Fig. 1: run 1, routed metal, one colour a layer
Only two layers are drawn.
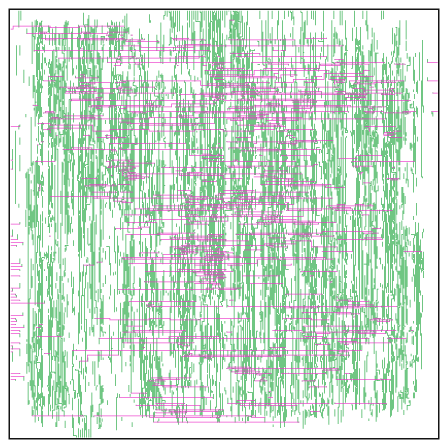
Fig. 2: run 1, M1 wires
The bar under the picture is 50 um long. Supply wires on this layer in grey. Cells faint in the background.
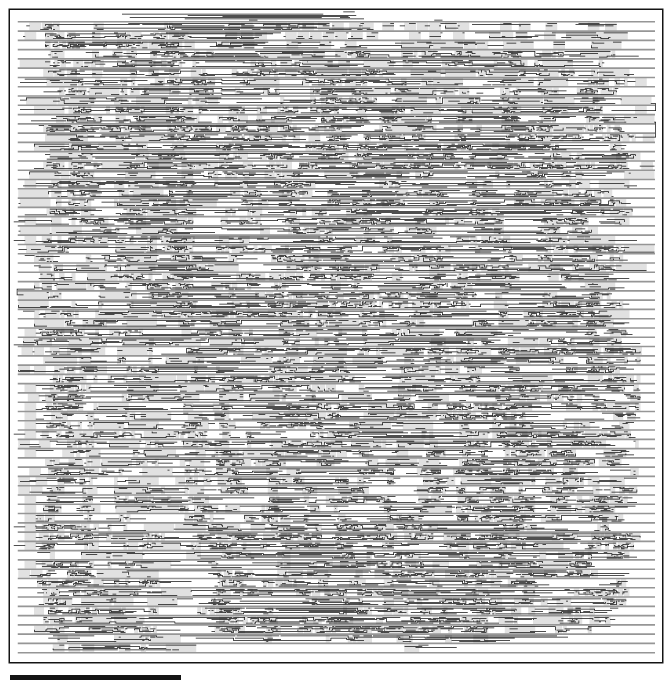
Fig. 3: run 1, track usage over the die
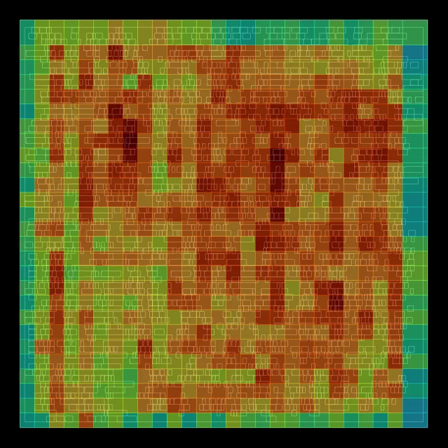
`config.mk`:
```
export PLATFORM = sky130hd
export DESIGN_NAME = ex_muldiv
export DESIGN_NICKNAME = d
export VERILOG_FILES = /design/src/rtl/ex_muldiv.sv
export SDC_FILE = /design/constraint.sdc
export NUM_CORES = 1
export LEC_CHECK = 0
export CAP_MARGIN = 20
export CORE_MARGIN = 2
export CORE_UTILIZATION = 45
export CTS_CLUSTER_DIAMETER = 120
export CTS_CLUSTER_SIZE = 10
export DETAILED_ROUTE_END_ITERATION = 8
export GPL_TIMING_DRIVEN = 0
export PLACE_DENSITY_LB_ADDON = 0.08
export SYNTH_ARGS = -nofsm -noshare
export SYNTH_HDL_FRONTEND = slang
export SYNTH_SLANG_ARGS = --single-unit
```
`constraint.sdc`:
```
create_clock -name clk_i -period 6 [get_ports clk_i]
set_input_delay 0.6 -clock clk_i [delete_from_list [all_inputs] [get_ports clk_i]]
set_output_delay 0.6 -clock clk_i [all_outputs]
set_load 0.05 [all_outputs]
```
`src/rtl/ex_muldiv.sv`:
```
// ex_muldiv: iterative RV32M multiply/divide unit (radix-2 shift-add / restoring divide).
// Define MULDIV_FAST_MUL_EN to replace the iterative multiplier with a single-cycle one.
module ex_muldiv (
  input  logic        clk_i,
  input  logic        rst_i,
  input  logic        start_i,
  input  logic [2:0]  op_i,
  input  logic [31:0] RS1_i,
  input  logic [31:0] RS2_i,
  input  logic        flush_i,
  output logic        stall_o,
  output logic        valid_o,
  output logic [31:0] result_o
);
  typedef enum logic [1:0] {IDLE, MUL, DIV, DONE} state_t;
  state_t state, state_nx;
  logic [4:0]  cnt;
  logic [63:0] acc, acc_nx, prod;
  logic [31:0] opd, a_mag, b_mag, quo, rem, fin, div_res, byp_res;
  logic [32:0] mul_sum, div_r, div_diff;
  logic [2:0]  op_q;
  logic        neg_q, rneg_q, s1, s2, a_neg, b_neg, accept, div_byp, bypass;
  assign s1 = op_i[2] ? ~op_i[0] : (op_i[1:0] == 2'b01 || op_i[1:0] == 2'b10);
  assign s2 = op_i[2] ? ~op_i[0] : (op_i[1:0] == 2'b01);
  assign a_neg = s1 & RS1_i[31];
  assign b_neg = s2 & RS2_i[31];
  assign a_mag = a_neg ? -RS1_i : RS1_i;
  assign b_mag = b_neg ? -RS2_i : RS2_i;
  assign accept = state == IDLE && start_i && !flush_i;
  // divide by zero and signed overflow have fixed RISC-V results
  assign div_byp = RS2_i == 32'd0 || (!op_i[0] && RS1_i == 32'h8000_0000 && RS2_i == 32'hFFFF_FFFF);
  assign div_res = RS2_i == 32'd0 ? (op_i[1] ? RS1_i : 32'hFFFF_FFFF) : (op_i[1] ? 32'd0 : 32'h8000_0000);
`ifdef MULDIV_FAST_MUL_EN
  logic [63:0] fast;
  assign fast = {{32{a_neg}}, RS1_i} * {{32{b_neg}}, RS2_i};
  assign bypass = op_i[2] ? div_byp : 1'b1;
  assign byp_res = op_i[2] ? div_res : (op_i[1:0] == 2'b00 ? fast[31:0] : fast[63:32]);
`else
  assign bypass = op_i[2] & div_byp;
  assign byp_res = div_res;
`endif
  assign mul_sum = {1'b0, acc[63:32]} + (acc[0] ? {1'b0, opd} : 33'd0);
  assign div_r = acc[63:31];
  assign div_diff = div_r - {1'b0, opd};
  assign acc_nx = state == MUL ? {mul_sum, acc[31:1]} :
                  div_diff[32] ? {div_r[31:0], acc[30:0], 1'b0} : {div_diff[31:0], acc[30:0], 1'b1};
  assign prod = neg_q ? -acc_nx : acc_nx;
  assign quo = neg_q ? -acc_nx[31:0] : acc_nx[31:0];
  assign rem = rneg_q ? -acc_nx[63:32] : acc_nx[63:32];
  assign fin = state == MUL ? (op_q[1:0] == 2'b00 ? prod[31:0] : prod[63:32]) : (op_q[1] ? rem : quo);
  assign stall_o = !rst_i && (accept || state == MUL || state == DIV);
  assign valid_o = state == DONE;
  always_comb begin
    state_nx = flush_i ? IDLE :
               state == IDLE ? (start_i ? (bypass ? DONE : (op_i[2] ? DIV : MUL)) : IDLE) :
               state == DONE ? IDLE :
               cnt == 5'd31 ? DONE : state;
  end
  always_ff @(posedge clk_i or posedge rst_i) begin
    if (rst_i) state <= IDLE;
    else state <= state_nx;
  end
  always_ff @(posedge clk_i or posedge rst_i) begin
    if (rst_i) begin
      cnt <= '0;
      acc <= '0;
      opd <= '0;
      op_q <= '0;
      neg_q <= 1'b0;
      rneg_q <= 1'b0;
      result_o <= '0;
    end else if (flush_i) begin
      cnt <= '0;
    end else if (accept) begin
      cnt <= '0;
      op_q <= op_i;
      neg_q <= a_neg ^ b_neg;
      rneg_q <= a_neg;
      acc <= {32'd0, a_mag};
      opd <= b_mag;
      if (bypass) result_o <= byp_res;
    end else if (state == MUL || state == DIV) begin
      cnt <= cnt + 5'd1;
      acc <= acc_nx;
      if (cnt == 5'd31) result_o <= fin;
    end
  end
endmodule

```
==> flow_metrics.py, run 1 <==
# Generated from Yosys and OpenROAD reports
metrics = {
    "power_and_ir_drop": {
        "power_frac_comb": 0.600,
        "vdd_drop_max_mv": 0.295,
        "p_clk_mw": 1.09,
        "p_total_mw": 5.87,
        "seqPwrFrac": 0.215,
        "swShare": 0.523,
        "power.density_nw_per_um2": 325,
        "clock_power_share": 0.185,
    },
    "yosys": {
        "ys_cells": 2090,
        "common_cells": "nand2_1 (265), o21ai_0 (226), a21oi_1 (144), dfrtp_1 (139), nor2_1 (128)",
        "top_cells_by_area": "dfrtp_1 (22%), o21ai_0 (7.2%), nand2_1 (6.3%)",
        "yosys_warnings": 0,
        "synth_area_per_cell_um2": 7.54,
        "synthCells": 2090,
        "yosysSeqAreaShare": 0.221,
        "syn-cell-area_um2": 15800,
        "synth.distinct_cells": 103,
        "ys.flops": 139,
        "yosysTopAreaCellShare": 0.221,
        "top_cell": "nand2_1",
        "largest_area_cell": "dfrtp_1",
        "edf_count": 0,
    },
    "floorplanning": {
        "die_h_um": 191,
        "core-area_um2": 34500,
        "num_io_pins": 105,
        "die_area_um2": 36500,
        "core.rowCount": 68,
        "fp_util": 0.456,
    },
    "final_layout": {
        "clock_cell_area_share": 0.0318,
        "sh_comb_area": 0.637,
        "final_nets": 2367,
        "logic_area_um2": 11500,
        "largest_class": "multi-input combinational cells",
        "comb_cells": 1753,
        "fillerInstances": 3438,
        "diodes": 0,
        "clock_buffers": 17,
        "sh_seq_area": 0.192,
        "seq_cell_count": 139,
        "nNonClkInverters": 85,
        "final_cells": 2686,
    },
    "job": {
        "openroad.warnings": 31,
    },
    "sta": {
        "hold_viol_final": 0,
        "worst_slack_ps": 139,
        "tightestPinTransition_ps": 1180,
        "finalCritPeriodShare": 0.977,
        "drv_slew": 0,
        "whs_ps": 501,
        "min_period_ps": 5860,
        "skew_ps": 20.0,
    },
    "detailed_routing": {
        "viasPerCell": 6.54,
        "drt_pass1_iterations": 5,
        "drcViolationCount": 0,
        "ant_nets": 0,
        "drt_wl_total_um": 70300,
        "via_count": 17600,
        "post_drt_wl_per_cell_um": 26.2,
    },
    "cts": {
        "clk-insertion-delay-late_ps": 480,
        "htree_levels": 4,
        "clockBufferDepth": 2,
        "clockRootBuffer": "clkbuf_16",
        "cts_tree": "built",
        "cts_sinks": 139,
    },
    "placed_design": {
        "dp_hpwl_um": 57000,
        "place_congestion": 1.00,
        "dpl_cell_area_um2": 17400,
        "dp_cells": 2651,
        "io_buffers": 104,
    },
    "worst_setup_path": {
        "r2r.worst_path.cells": 16,
        "cp-start-kind": "flop",
        "cp-end-kind": "flop",
        "setup.worst_path.end": "result_o[31]",
        "arrival_ps": 6210,
    },
    "global_route": {
        "grt_pass1_vias": 16300,
        "grt_pass1_wl_um": 105000,
        "grtUsageMet2": 0.569,
        "antenna_found_initial": 0,
    },
    "outcome": {
        "status": "finished clean",
    },
    "min_path": {
        "hold_depth": 2,
        "hold_path.class": "flop to flop",
    },
}
About Fig. 1:
magenta -> met3  # wire length 7600 um
green -> met2  # wire length 29.5 mm

About Fig. 2:
share of all routed wire = 44%
longest straight run = 61.2 um
wire length on this layer = 31.0 mm
nets with wire on the layer = 2228
main direction = horizontal

About Fig. 3:
Layout Utilization: 0.524
total track usage: 0.386
met1 global-route usage: 0.556

-- run 1: routing by layer --
metal	vias up	part of all wire	routed length [um]
li1	7944	-	-
met3	125	0.11	7600
met5	-	0	0
met4	0	0.030	2140
met2	956	0.42	29500
met1	8551	0.44	31000
-- run 1: registers in the layout, indices dropped and copies added, names as in the netlist --
signal and count:
acc 64, cnt 5, neg_q 1, op_q 2, opd 32, result_o 32
rneg_q 1, state 2
-- run 1: cells in the final DEF, fill, tap and decap left out, types with 18 or more instances in the layout --
cell type        count
dfrtp_1            138
mux2i_1             67
and2_1              48
a211oi_1            21
nand2_1            265
o21ai_0            224
ha_1                75
o211ai_1            34
inv_1               81
a21oi_1            142
clkdlybuf4s50_1    104
nand2b_1            31
nor3_1              57
nor2_1             127
nand3_1             29
a21o_1              20
a22oi_1             18
xor2_1              67
o31ai_1             25
or3_1               26
nand4_1             28
xnor2_1            105
o22a_1              22
a31oi_1             28
clkbuf_1            74
-- run 1: logic make-up (layout without fill, tap and decap cells) --
logic type      after synthesis  in the layout  share of synthesized area
simple gates                712            712                      0.222
compound gates              709            709                      0.293
buf+inv                     198            339                     0.0511
xor+xnor                    172            172                     0.0956
flops                       139            139                      0.221
mux                          82             82                     0.0551
fa+ha+maj                    78             78                     0.0629
-- run 1: critical path, cell delays in order, from the launching register on --
cell and delay (ps):
dfrtp_1 550, clkbuf_1 530, and2_1 220, ha_1 330, a21oi_1 390, o21ai_0 170
a21oi_1 410, a31oi_1 300, a311oi_1 620, xnor2_1 170, o22ai_2 320, o21ai_0 370
or3_1 480, o41ai_2 360, xor2_1 120, a21oi_1 280, o21ai_1 100
-- run 1: repair_timing --
item,4_1_cts,5_1_grt
hold buffers,0,0
setup endpoints to repair,25,15
endpoints found under the hold margin,0,0
pin swaps,3,4
gates resized,15,8
setup buffers,4,3
==> run 2, diff against run 1 <==
CORE_MARGIN = unset   (was 2)
CTS_CLUSTER_DIAMETER = 200   (was 120)
GPL_TIMING_DRIVEN = 1   (was 0)
Fig. 4: run 2, I/O nets highlighted
The bar under the picture is 50 um long.
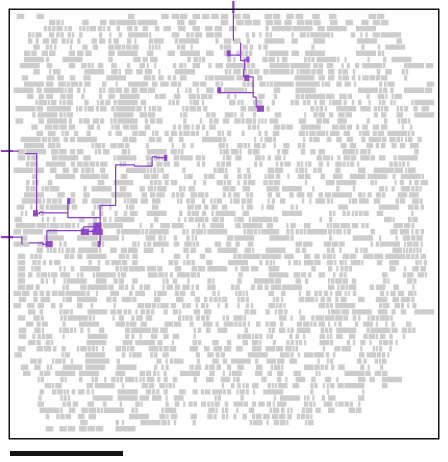
purple -> op_i  # bits 3, direction input, edge 2 west, 1 north, end cells 13, buffers 3, wire 276 um

Fig. 5: run 2, M1 wires
The bar under the picture is 50 um long. Supply wires on this layer in grey. Cells faint in the background.
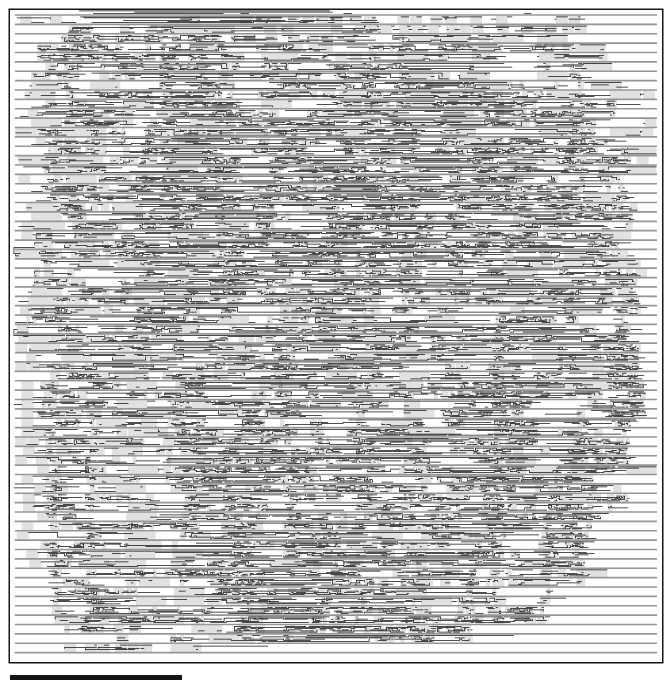
share of all routed wire = 45%
longest straight run = 81.4 um
main direction = horizontal
nets with wire on the layer = 2148
wire length on this layer = 29.1 mm

==> flow_metrics.py, run 2 <==
# Generated from Yosys and OpenROAD reports
metrics = {
    "power_and_ir_drop": {
        "power.density_nw_per_um2": 326,
        "swShare": 0.493,
        "clock_power_share": 0.198,
        "power_frac_comb": 0.589,
    },
    "final_layout": {
        "diodes": 0,
        "lay_top_cells": "nand2_1 (265), o21ai_0 (226), a21oi_1 (144)",
        "regMostFlops": "acc",
        "lay_top_count": "nand2_1",
        "final_nets": 2304,
        "fillerInstances": 3401,
        "largest_reg_flops": 64,
    },
    "worst_setup_path": {
        "cp_top_family": "simple AND/OR/NAND/NOR gates",
        "cp-end-kind": "flop",
        "cp_num_buf_inv": 1,
        "arrival_ps": 5950,
        "path_cells": "inv_1 > ha_1 > fa_1 > nand2b_1 > a211oi_2 > o21ai_1 > a21o_1 > o211ai_1 > nor2_1 > a21oi_1 > ha_1 > o21ai_0 > nor2_1 > nand4_1 > or3_1 > or4_4 > or2_4 > nor4_2 > mux2_2 > o221ai_1 > o221ai_1",
    },
    "yosys": {
        "ys.flops": 139,
        "mux_share": 0.0551,
        "edf_count": 0,
        "synthCells": 2090,
        "top_cell": "nand2_1",
        "yosysTopAreaCellShare": 0.221,
        "syn-cell-area_um2": 15800,
        "yosys_warnings": 0,
        "synth_area_per_cell_um2": 7.54,
        "aoi_share": 0.293,
        "simple_gate_share": 0.222,
        "yosysSeqAreaShare": 0.221,
        "ys_cells": 2090,
        "top_cells_by_area": "dfrtp_1 (22%), o21ai_0 (7.2%), nand2_1 (6.3%)",
        "fa_ha_area_frac": 0.0629,
        "synth.distinct_cells": 103,
    },
    "cts": {
        "cts_hold_buf": 0,
        "cts_tree": "built",
        "clk-insertion-delay-late_ps": 460,
        "clockBufferDepth": 2,
        "ctsResizeCount": 0,
        "htree_levels": 4,
        "cts_sinks": 139,
    },
    "detailed_routing": {
        "via_count": 17000,
        "drcViolationCount": 0,
        "drt_wl_total_um": 64700,
        "viasPerCell": 6.49,
        "drt_pass1_iterations": 5,
    },
    "sta": {
        "whs_ps": 499,
        "finalCritPeriodShare": 0.938,
        "min_period_ps": 5630,
        "tightestPinTransition_ps": 1210,
        "hold_viol_final": 0,
    },
    "placed_design": {
        "dpl_cell_area_um2": 17300,
        "dp_hpwl_um": 50400,
        "io_buffers": 104,
        "place_congestion": 1.01,
    },
    "floorplanning": {
        "fp_util": 0.457,
        "die_h_um": 189,
    },
    "min_path": {
        "hold_path.class": "flop to flop",
    },
    "outcome": {
        "status": "finished clean",
    },
    "job": {
        "openroad.warnings": 30,
    },
    "global_route": {
        "grt_use_total": 0.359,
    },
}
[run 2: worst paths after layout]
check / startpoint / to / cells after the start
min in group asynchronous: rst_i / state[1] / 2
hold reg to reg: opd[21] / opd[21] / 2
setup / recovery: acc[31] / result_o[28] / 21
max in group asynchronous: rst_i / result_o[29] / 3
hold / removal: opd[21] / opd[21] / 2
setup reg to reg: acc[31] / result_o[28] / 21
[run 2: layout make-up]
class                      count  area, um2  share of cell area
clock buffer                  21        480              0.0268
clock inverter                10        138             0.00767
inverter                      85        324              0.0181
multi-input combinational   1753      11500               0.641
sequential                   139       3480               0.194
tap                          455        569              0.0317
timing repair buffer         159       1450              0.0809
[run 2: per-layer routing]
metal  wire [um]  GRT usage  up-vias
li1            -          -     7804
met1       29100      0.523     8245
met2       27700      0.535      849
met3        6030     0.0576      108
met4        1890      0.119        2
met5          13          0        -
[run 2: kinds of logic after synthesis]
| family | Yosys count |
|---|---|
| adders and majority gates | 78 |
| DFF | 139 |
| muxes | 82 |
| xor gates and xnor gates | 172 |
| and+or+nand+nor | 712 |
| AOI/OAI and AO/OA | 709 |
| buffers and inverters | 198 |
[run 2: per-stage QoR]
step	instances	power, mW	setup WS (ps)	utilization
4_1_cts	2620	5.74	446	0.521
2_1_floorplan	2090	3.50	639	-
6_report	2622	5.85	375	0.521
3_5_place_dp	2589	4.57	447	0.503
3_3_place_gp	2589	4.56	501	0.503
5_1_grt	2622	6.13	93.8	0.521
[run 2: worst min-delay path: stages, from the launching register on]
cell and delay (ps):
dfrtp_1 360, nand2_1 50, o21ai_0 60
[run 2: power by group through the flow]
stage	combinational [mW]	clock, mW	sequential, mW
after floorplan	2.33	0	1.17
after global placement	3.31	0	1.24
after detailed placement	3.32	0	1.25
after CTS	3.34	1.16	1.23
after global routing	3.67	1.20	1.26
final	3.45	1.16	1.24
==> run 3, diff against run 2 <==
GPL_TIMING_DRIVEN = unset   (was 1)
Fig. 6: run 3, M1 wires
The bar under the picture is 50 um long. Supply wires on this layer in grey. Cells faint in the background.
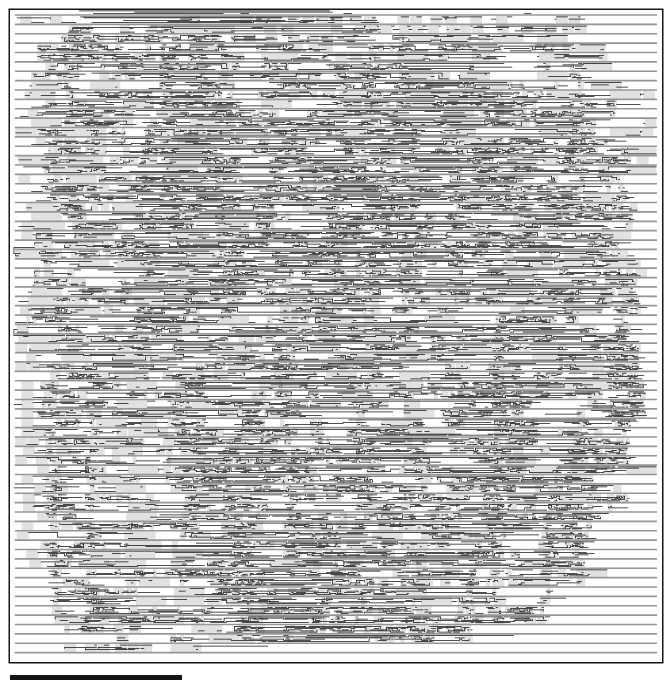
wire length on this layer = 29.1 mm
longest straight run = 81.4 um
share of all routed wire = 45%
met1 global-route usage: 0.523
Via Count: 17.0k

Fig. 7: run 3, I/O nets highlighted
The bar under the picture is 50 um long.
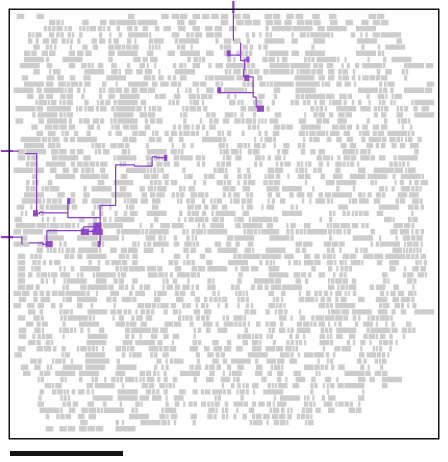
purple -> op_i  # bits 3, direction input, edge 2 west, 1 north, end cells 13, buffers 3, wire 276 um

==> flow_metrics.py, run 3 <==
# Generated from Yosys and OpenROAD reports
metrics = {
    "yosys": {
        "largest_area_cell": "dfrtp_1",
        "synthCells": 2090,
        "synth.distinct_cells": 103,
        "syn-cell-area_um2": 15800,
        "top_cell": "nand2_1",
        "ys.flops": 139,
        "top_cells_by_area": "dfrtp_1 (22%), o21ai_0 (7.2%), nand2_1 (6.3%)",
        "edf_count": 0,
        "yosysTopAreaCellShare": 0.221,
        "yosys_warnings": 0,
        "ys_cells": 2090,
    },
    "final_layout": {
        "largestRegisters": "acc: 64 flops, opd: 32 flops, result_o: 32 flops",
        "diodes": 0,
        "utilization": 0.521,
        "final_nets": 2304,
        "largest_reg_flops": 64,
        "fillerInstances": 3401,
        "lay_top_count": "nand2_1",
    },
    "detailed_routing": {
        "drt_pass1_iterations": 5,
        "drt-met1-wl_um": 29100,
        "drcViolationCount": 0,
        "ant_nets": 0,
        "viasPerCell": 6.49,
        "wl_met3_um": 6030,
        "post_drt_wl_per_cell_um": 24.7,
    },
    "cts": {
        "cts_tree": "built",
        "htree_levels": 4,
        "ctsResizeCount": 0,
        "clockBufferDepth": 2,
        "clockRootBuffer": "clkbuf_16",
        "cts_setup_buffers": 0,
        "cts_sinks": 139,
    },
    "global_route": {
        "grt_pass1_wl_um": 96600,
        "gr-usage-met3": 0.0576,
        "grt_pass1_vias": 15600,
        "grtUsageMet2": 0.535,
        "antenna_found_initial": 1,
    },
    "sta": {
        "drv_slew": 0,
        "finalCritPeriodShare": 0.938,
        "hold_viol_final": 0,
        "min_period_ps": 5630,
        "skew_ps": 12.1,
        "worst_slack_ps": 375,
        "tightestPinTransition_ps": 1210,
    },
    "floorplanning": {
        "fp_util": 0.457,
        "core.rowCount": 68,
        "num_io_pins": 105,
        "die_area_um2": 35800,
        "core-area_um2": 34500,
        "die_h_um": 189,
    },
    "worst_setup_path": {
        "arrival_ps": 5950,
        "cp-end-kind": "flop",
    },
    "placed_design": {
        "dp_cells": 2589,
        "dp_hpwl_um": 50400,
        "dpl_cell_area_um2": 17300,
        "io_buffers": 104,
    },
    "job": {
        "openroad.warnings": 30,
    },
    "outcome": {
        "status": "finished clean",
    },
    "power_and_ir_drop": {
        "p_total_mw": 5.85,
    },
}
## run 3: cell counts in the layout (fill, tap and decap cells not counted)
Identical to the previous run, type by type.
## run 3: area by class of cell
class,instances,area (um2),area share
clock buffer,21,480,0.0268
clock inverter,10,138,0.00767
inverter,85,324,0.0181
multi-input combinational,1753,11500,0.641
sequential,139,3480,0.194
tap,455,569,0.0317
timing repair buffer,159,1450,0.0809
## run 3: path summary, 6_finish.rpt
path,start,end,slack (ps),depth (start not counted)
min in group asynchronous,rst_i,state[1],740,2
hold / removal,opd[21],opd[21],500,2
hold reg to reg,opd[21],opd[21],500,2
setup / recovery,acc[31],result_o[28],370,21
max in group asynchronous,rst_i,result_o[29],3950,3
setup reg to reg,acc[31],result_o[28],370,21
## run 3: worst max-delay path, stage by stage (launching register included)
cell and delay, ps:
dfrtp_1 360, inv_1 60, ha_1 210, fa_1 410, nand2b_1 240, a211oi_2 360
o21ai_1 250, a21o_1 250, o211ai_1 110, nor2_1 150, a21oi_1 240, ha_1 190
o21ai_0 220, nor2_1 210, nand4_1 240, or3_1 370, or4_4 480, or2_4 290
nor4_2 150, mux2_2 360, o221ai_1 170, o221ai_1 130
## run 3: logic make-up (layout without fill, tap and decap cells)
kind of cell,count (synthesis),after routing,synth area share
AOI/OAI and AO/OA,709,709,0.293
DFF,139,139,0.221
muxes,82,82,0.0551
and+or+nand+nor,712,712,0.222
xor gates and xnor gates,172,172,0.0956
buffers and inverters,198,275,0.0511
adders and majority gates,78,78,0.0629
## run 3: power by group
group	leakage (nW)	switching, mW	internal, mW
registers	1.80	0.180	1.06
clock network	0.301	0.463	0.695
logic	4.93	2.24	1.21

==> screenshots <==
Register map, names as in the netlist.
The bar under the picture is 50 um long. Other sequential cells in the stronger grey, the rest of the logic in the fainter grey.
picture 1
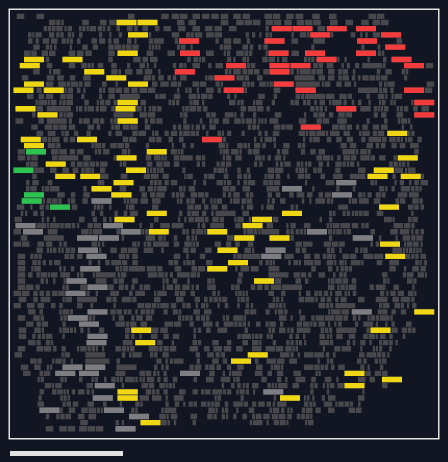
picture 2
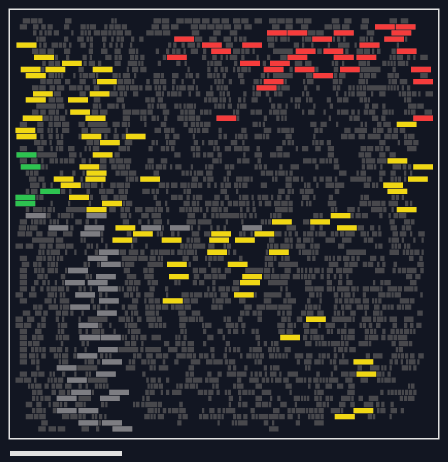
Picture 2 comes from run 1.
Picture 1 comes from run 3.

Key to picture 1:
red -> result_o  # sequential cells 32
green -> cnt  # sequential cells 5, where west
yellow -> acc  # sequential cells 64, where spread over the die
not coloured = 38

Power is estimated from default activity; no workload was simulated.
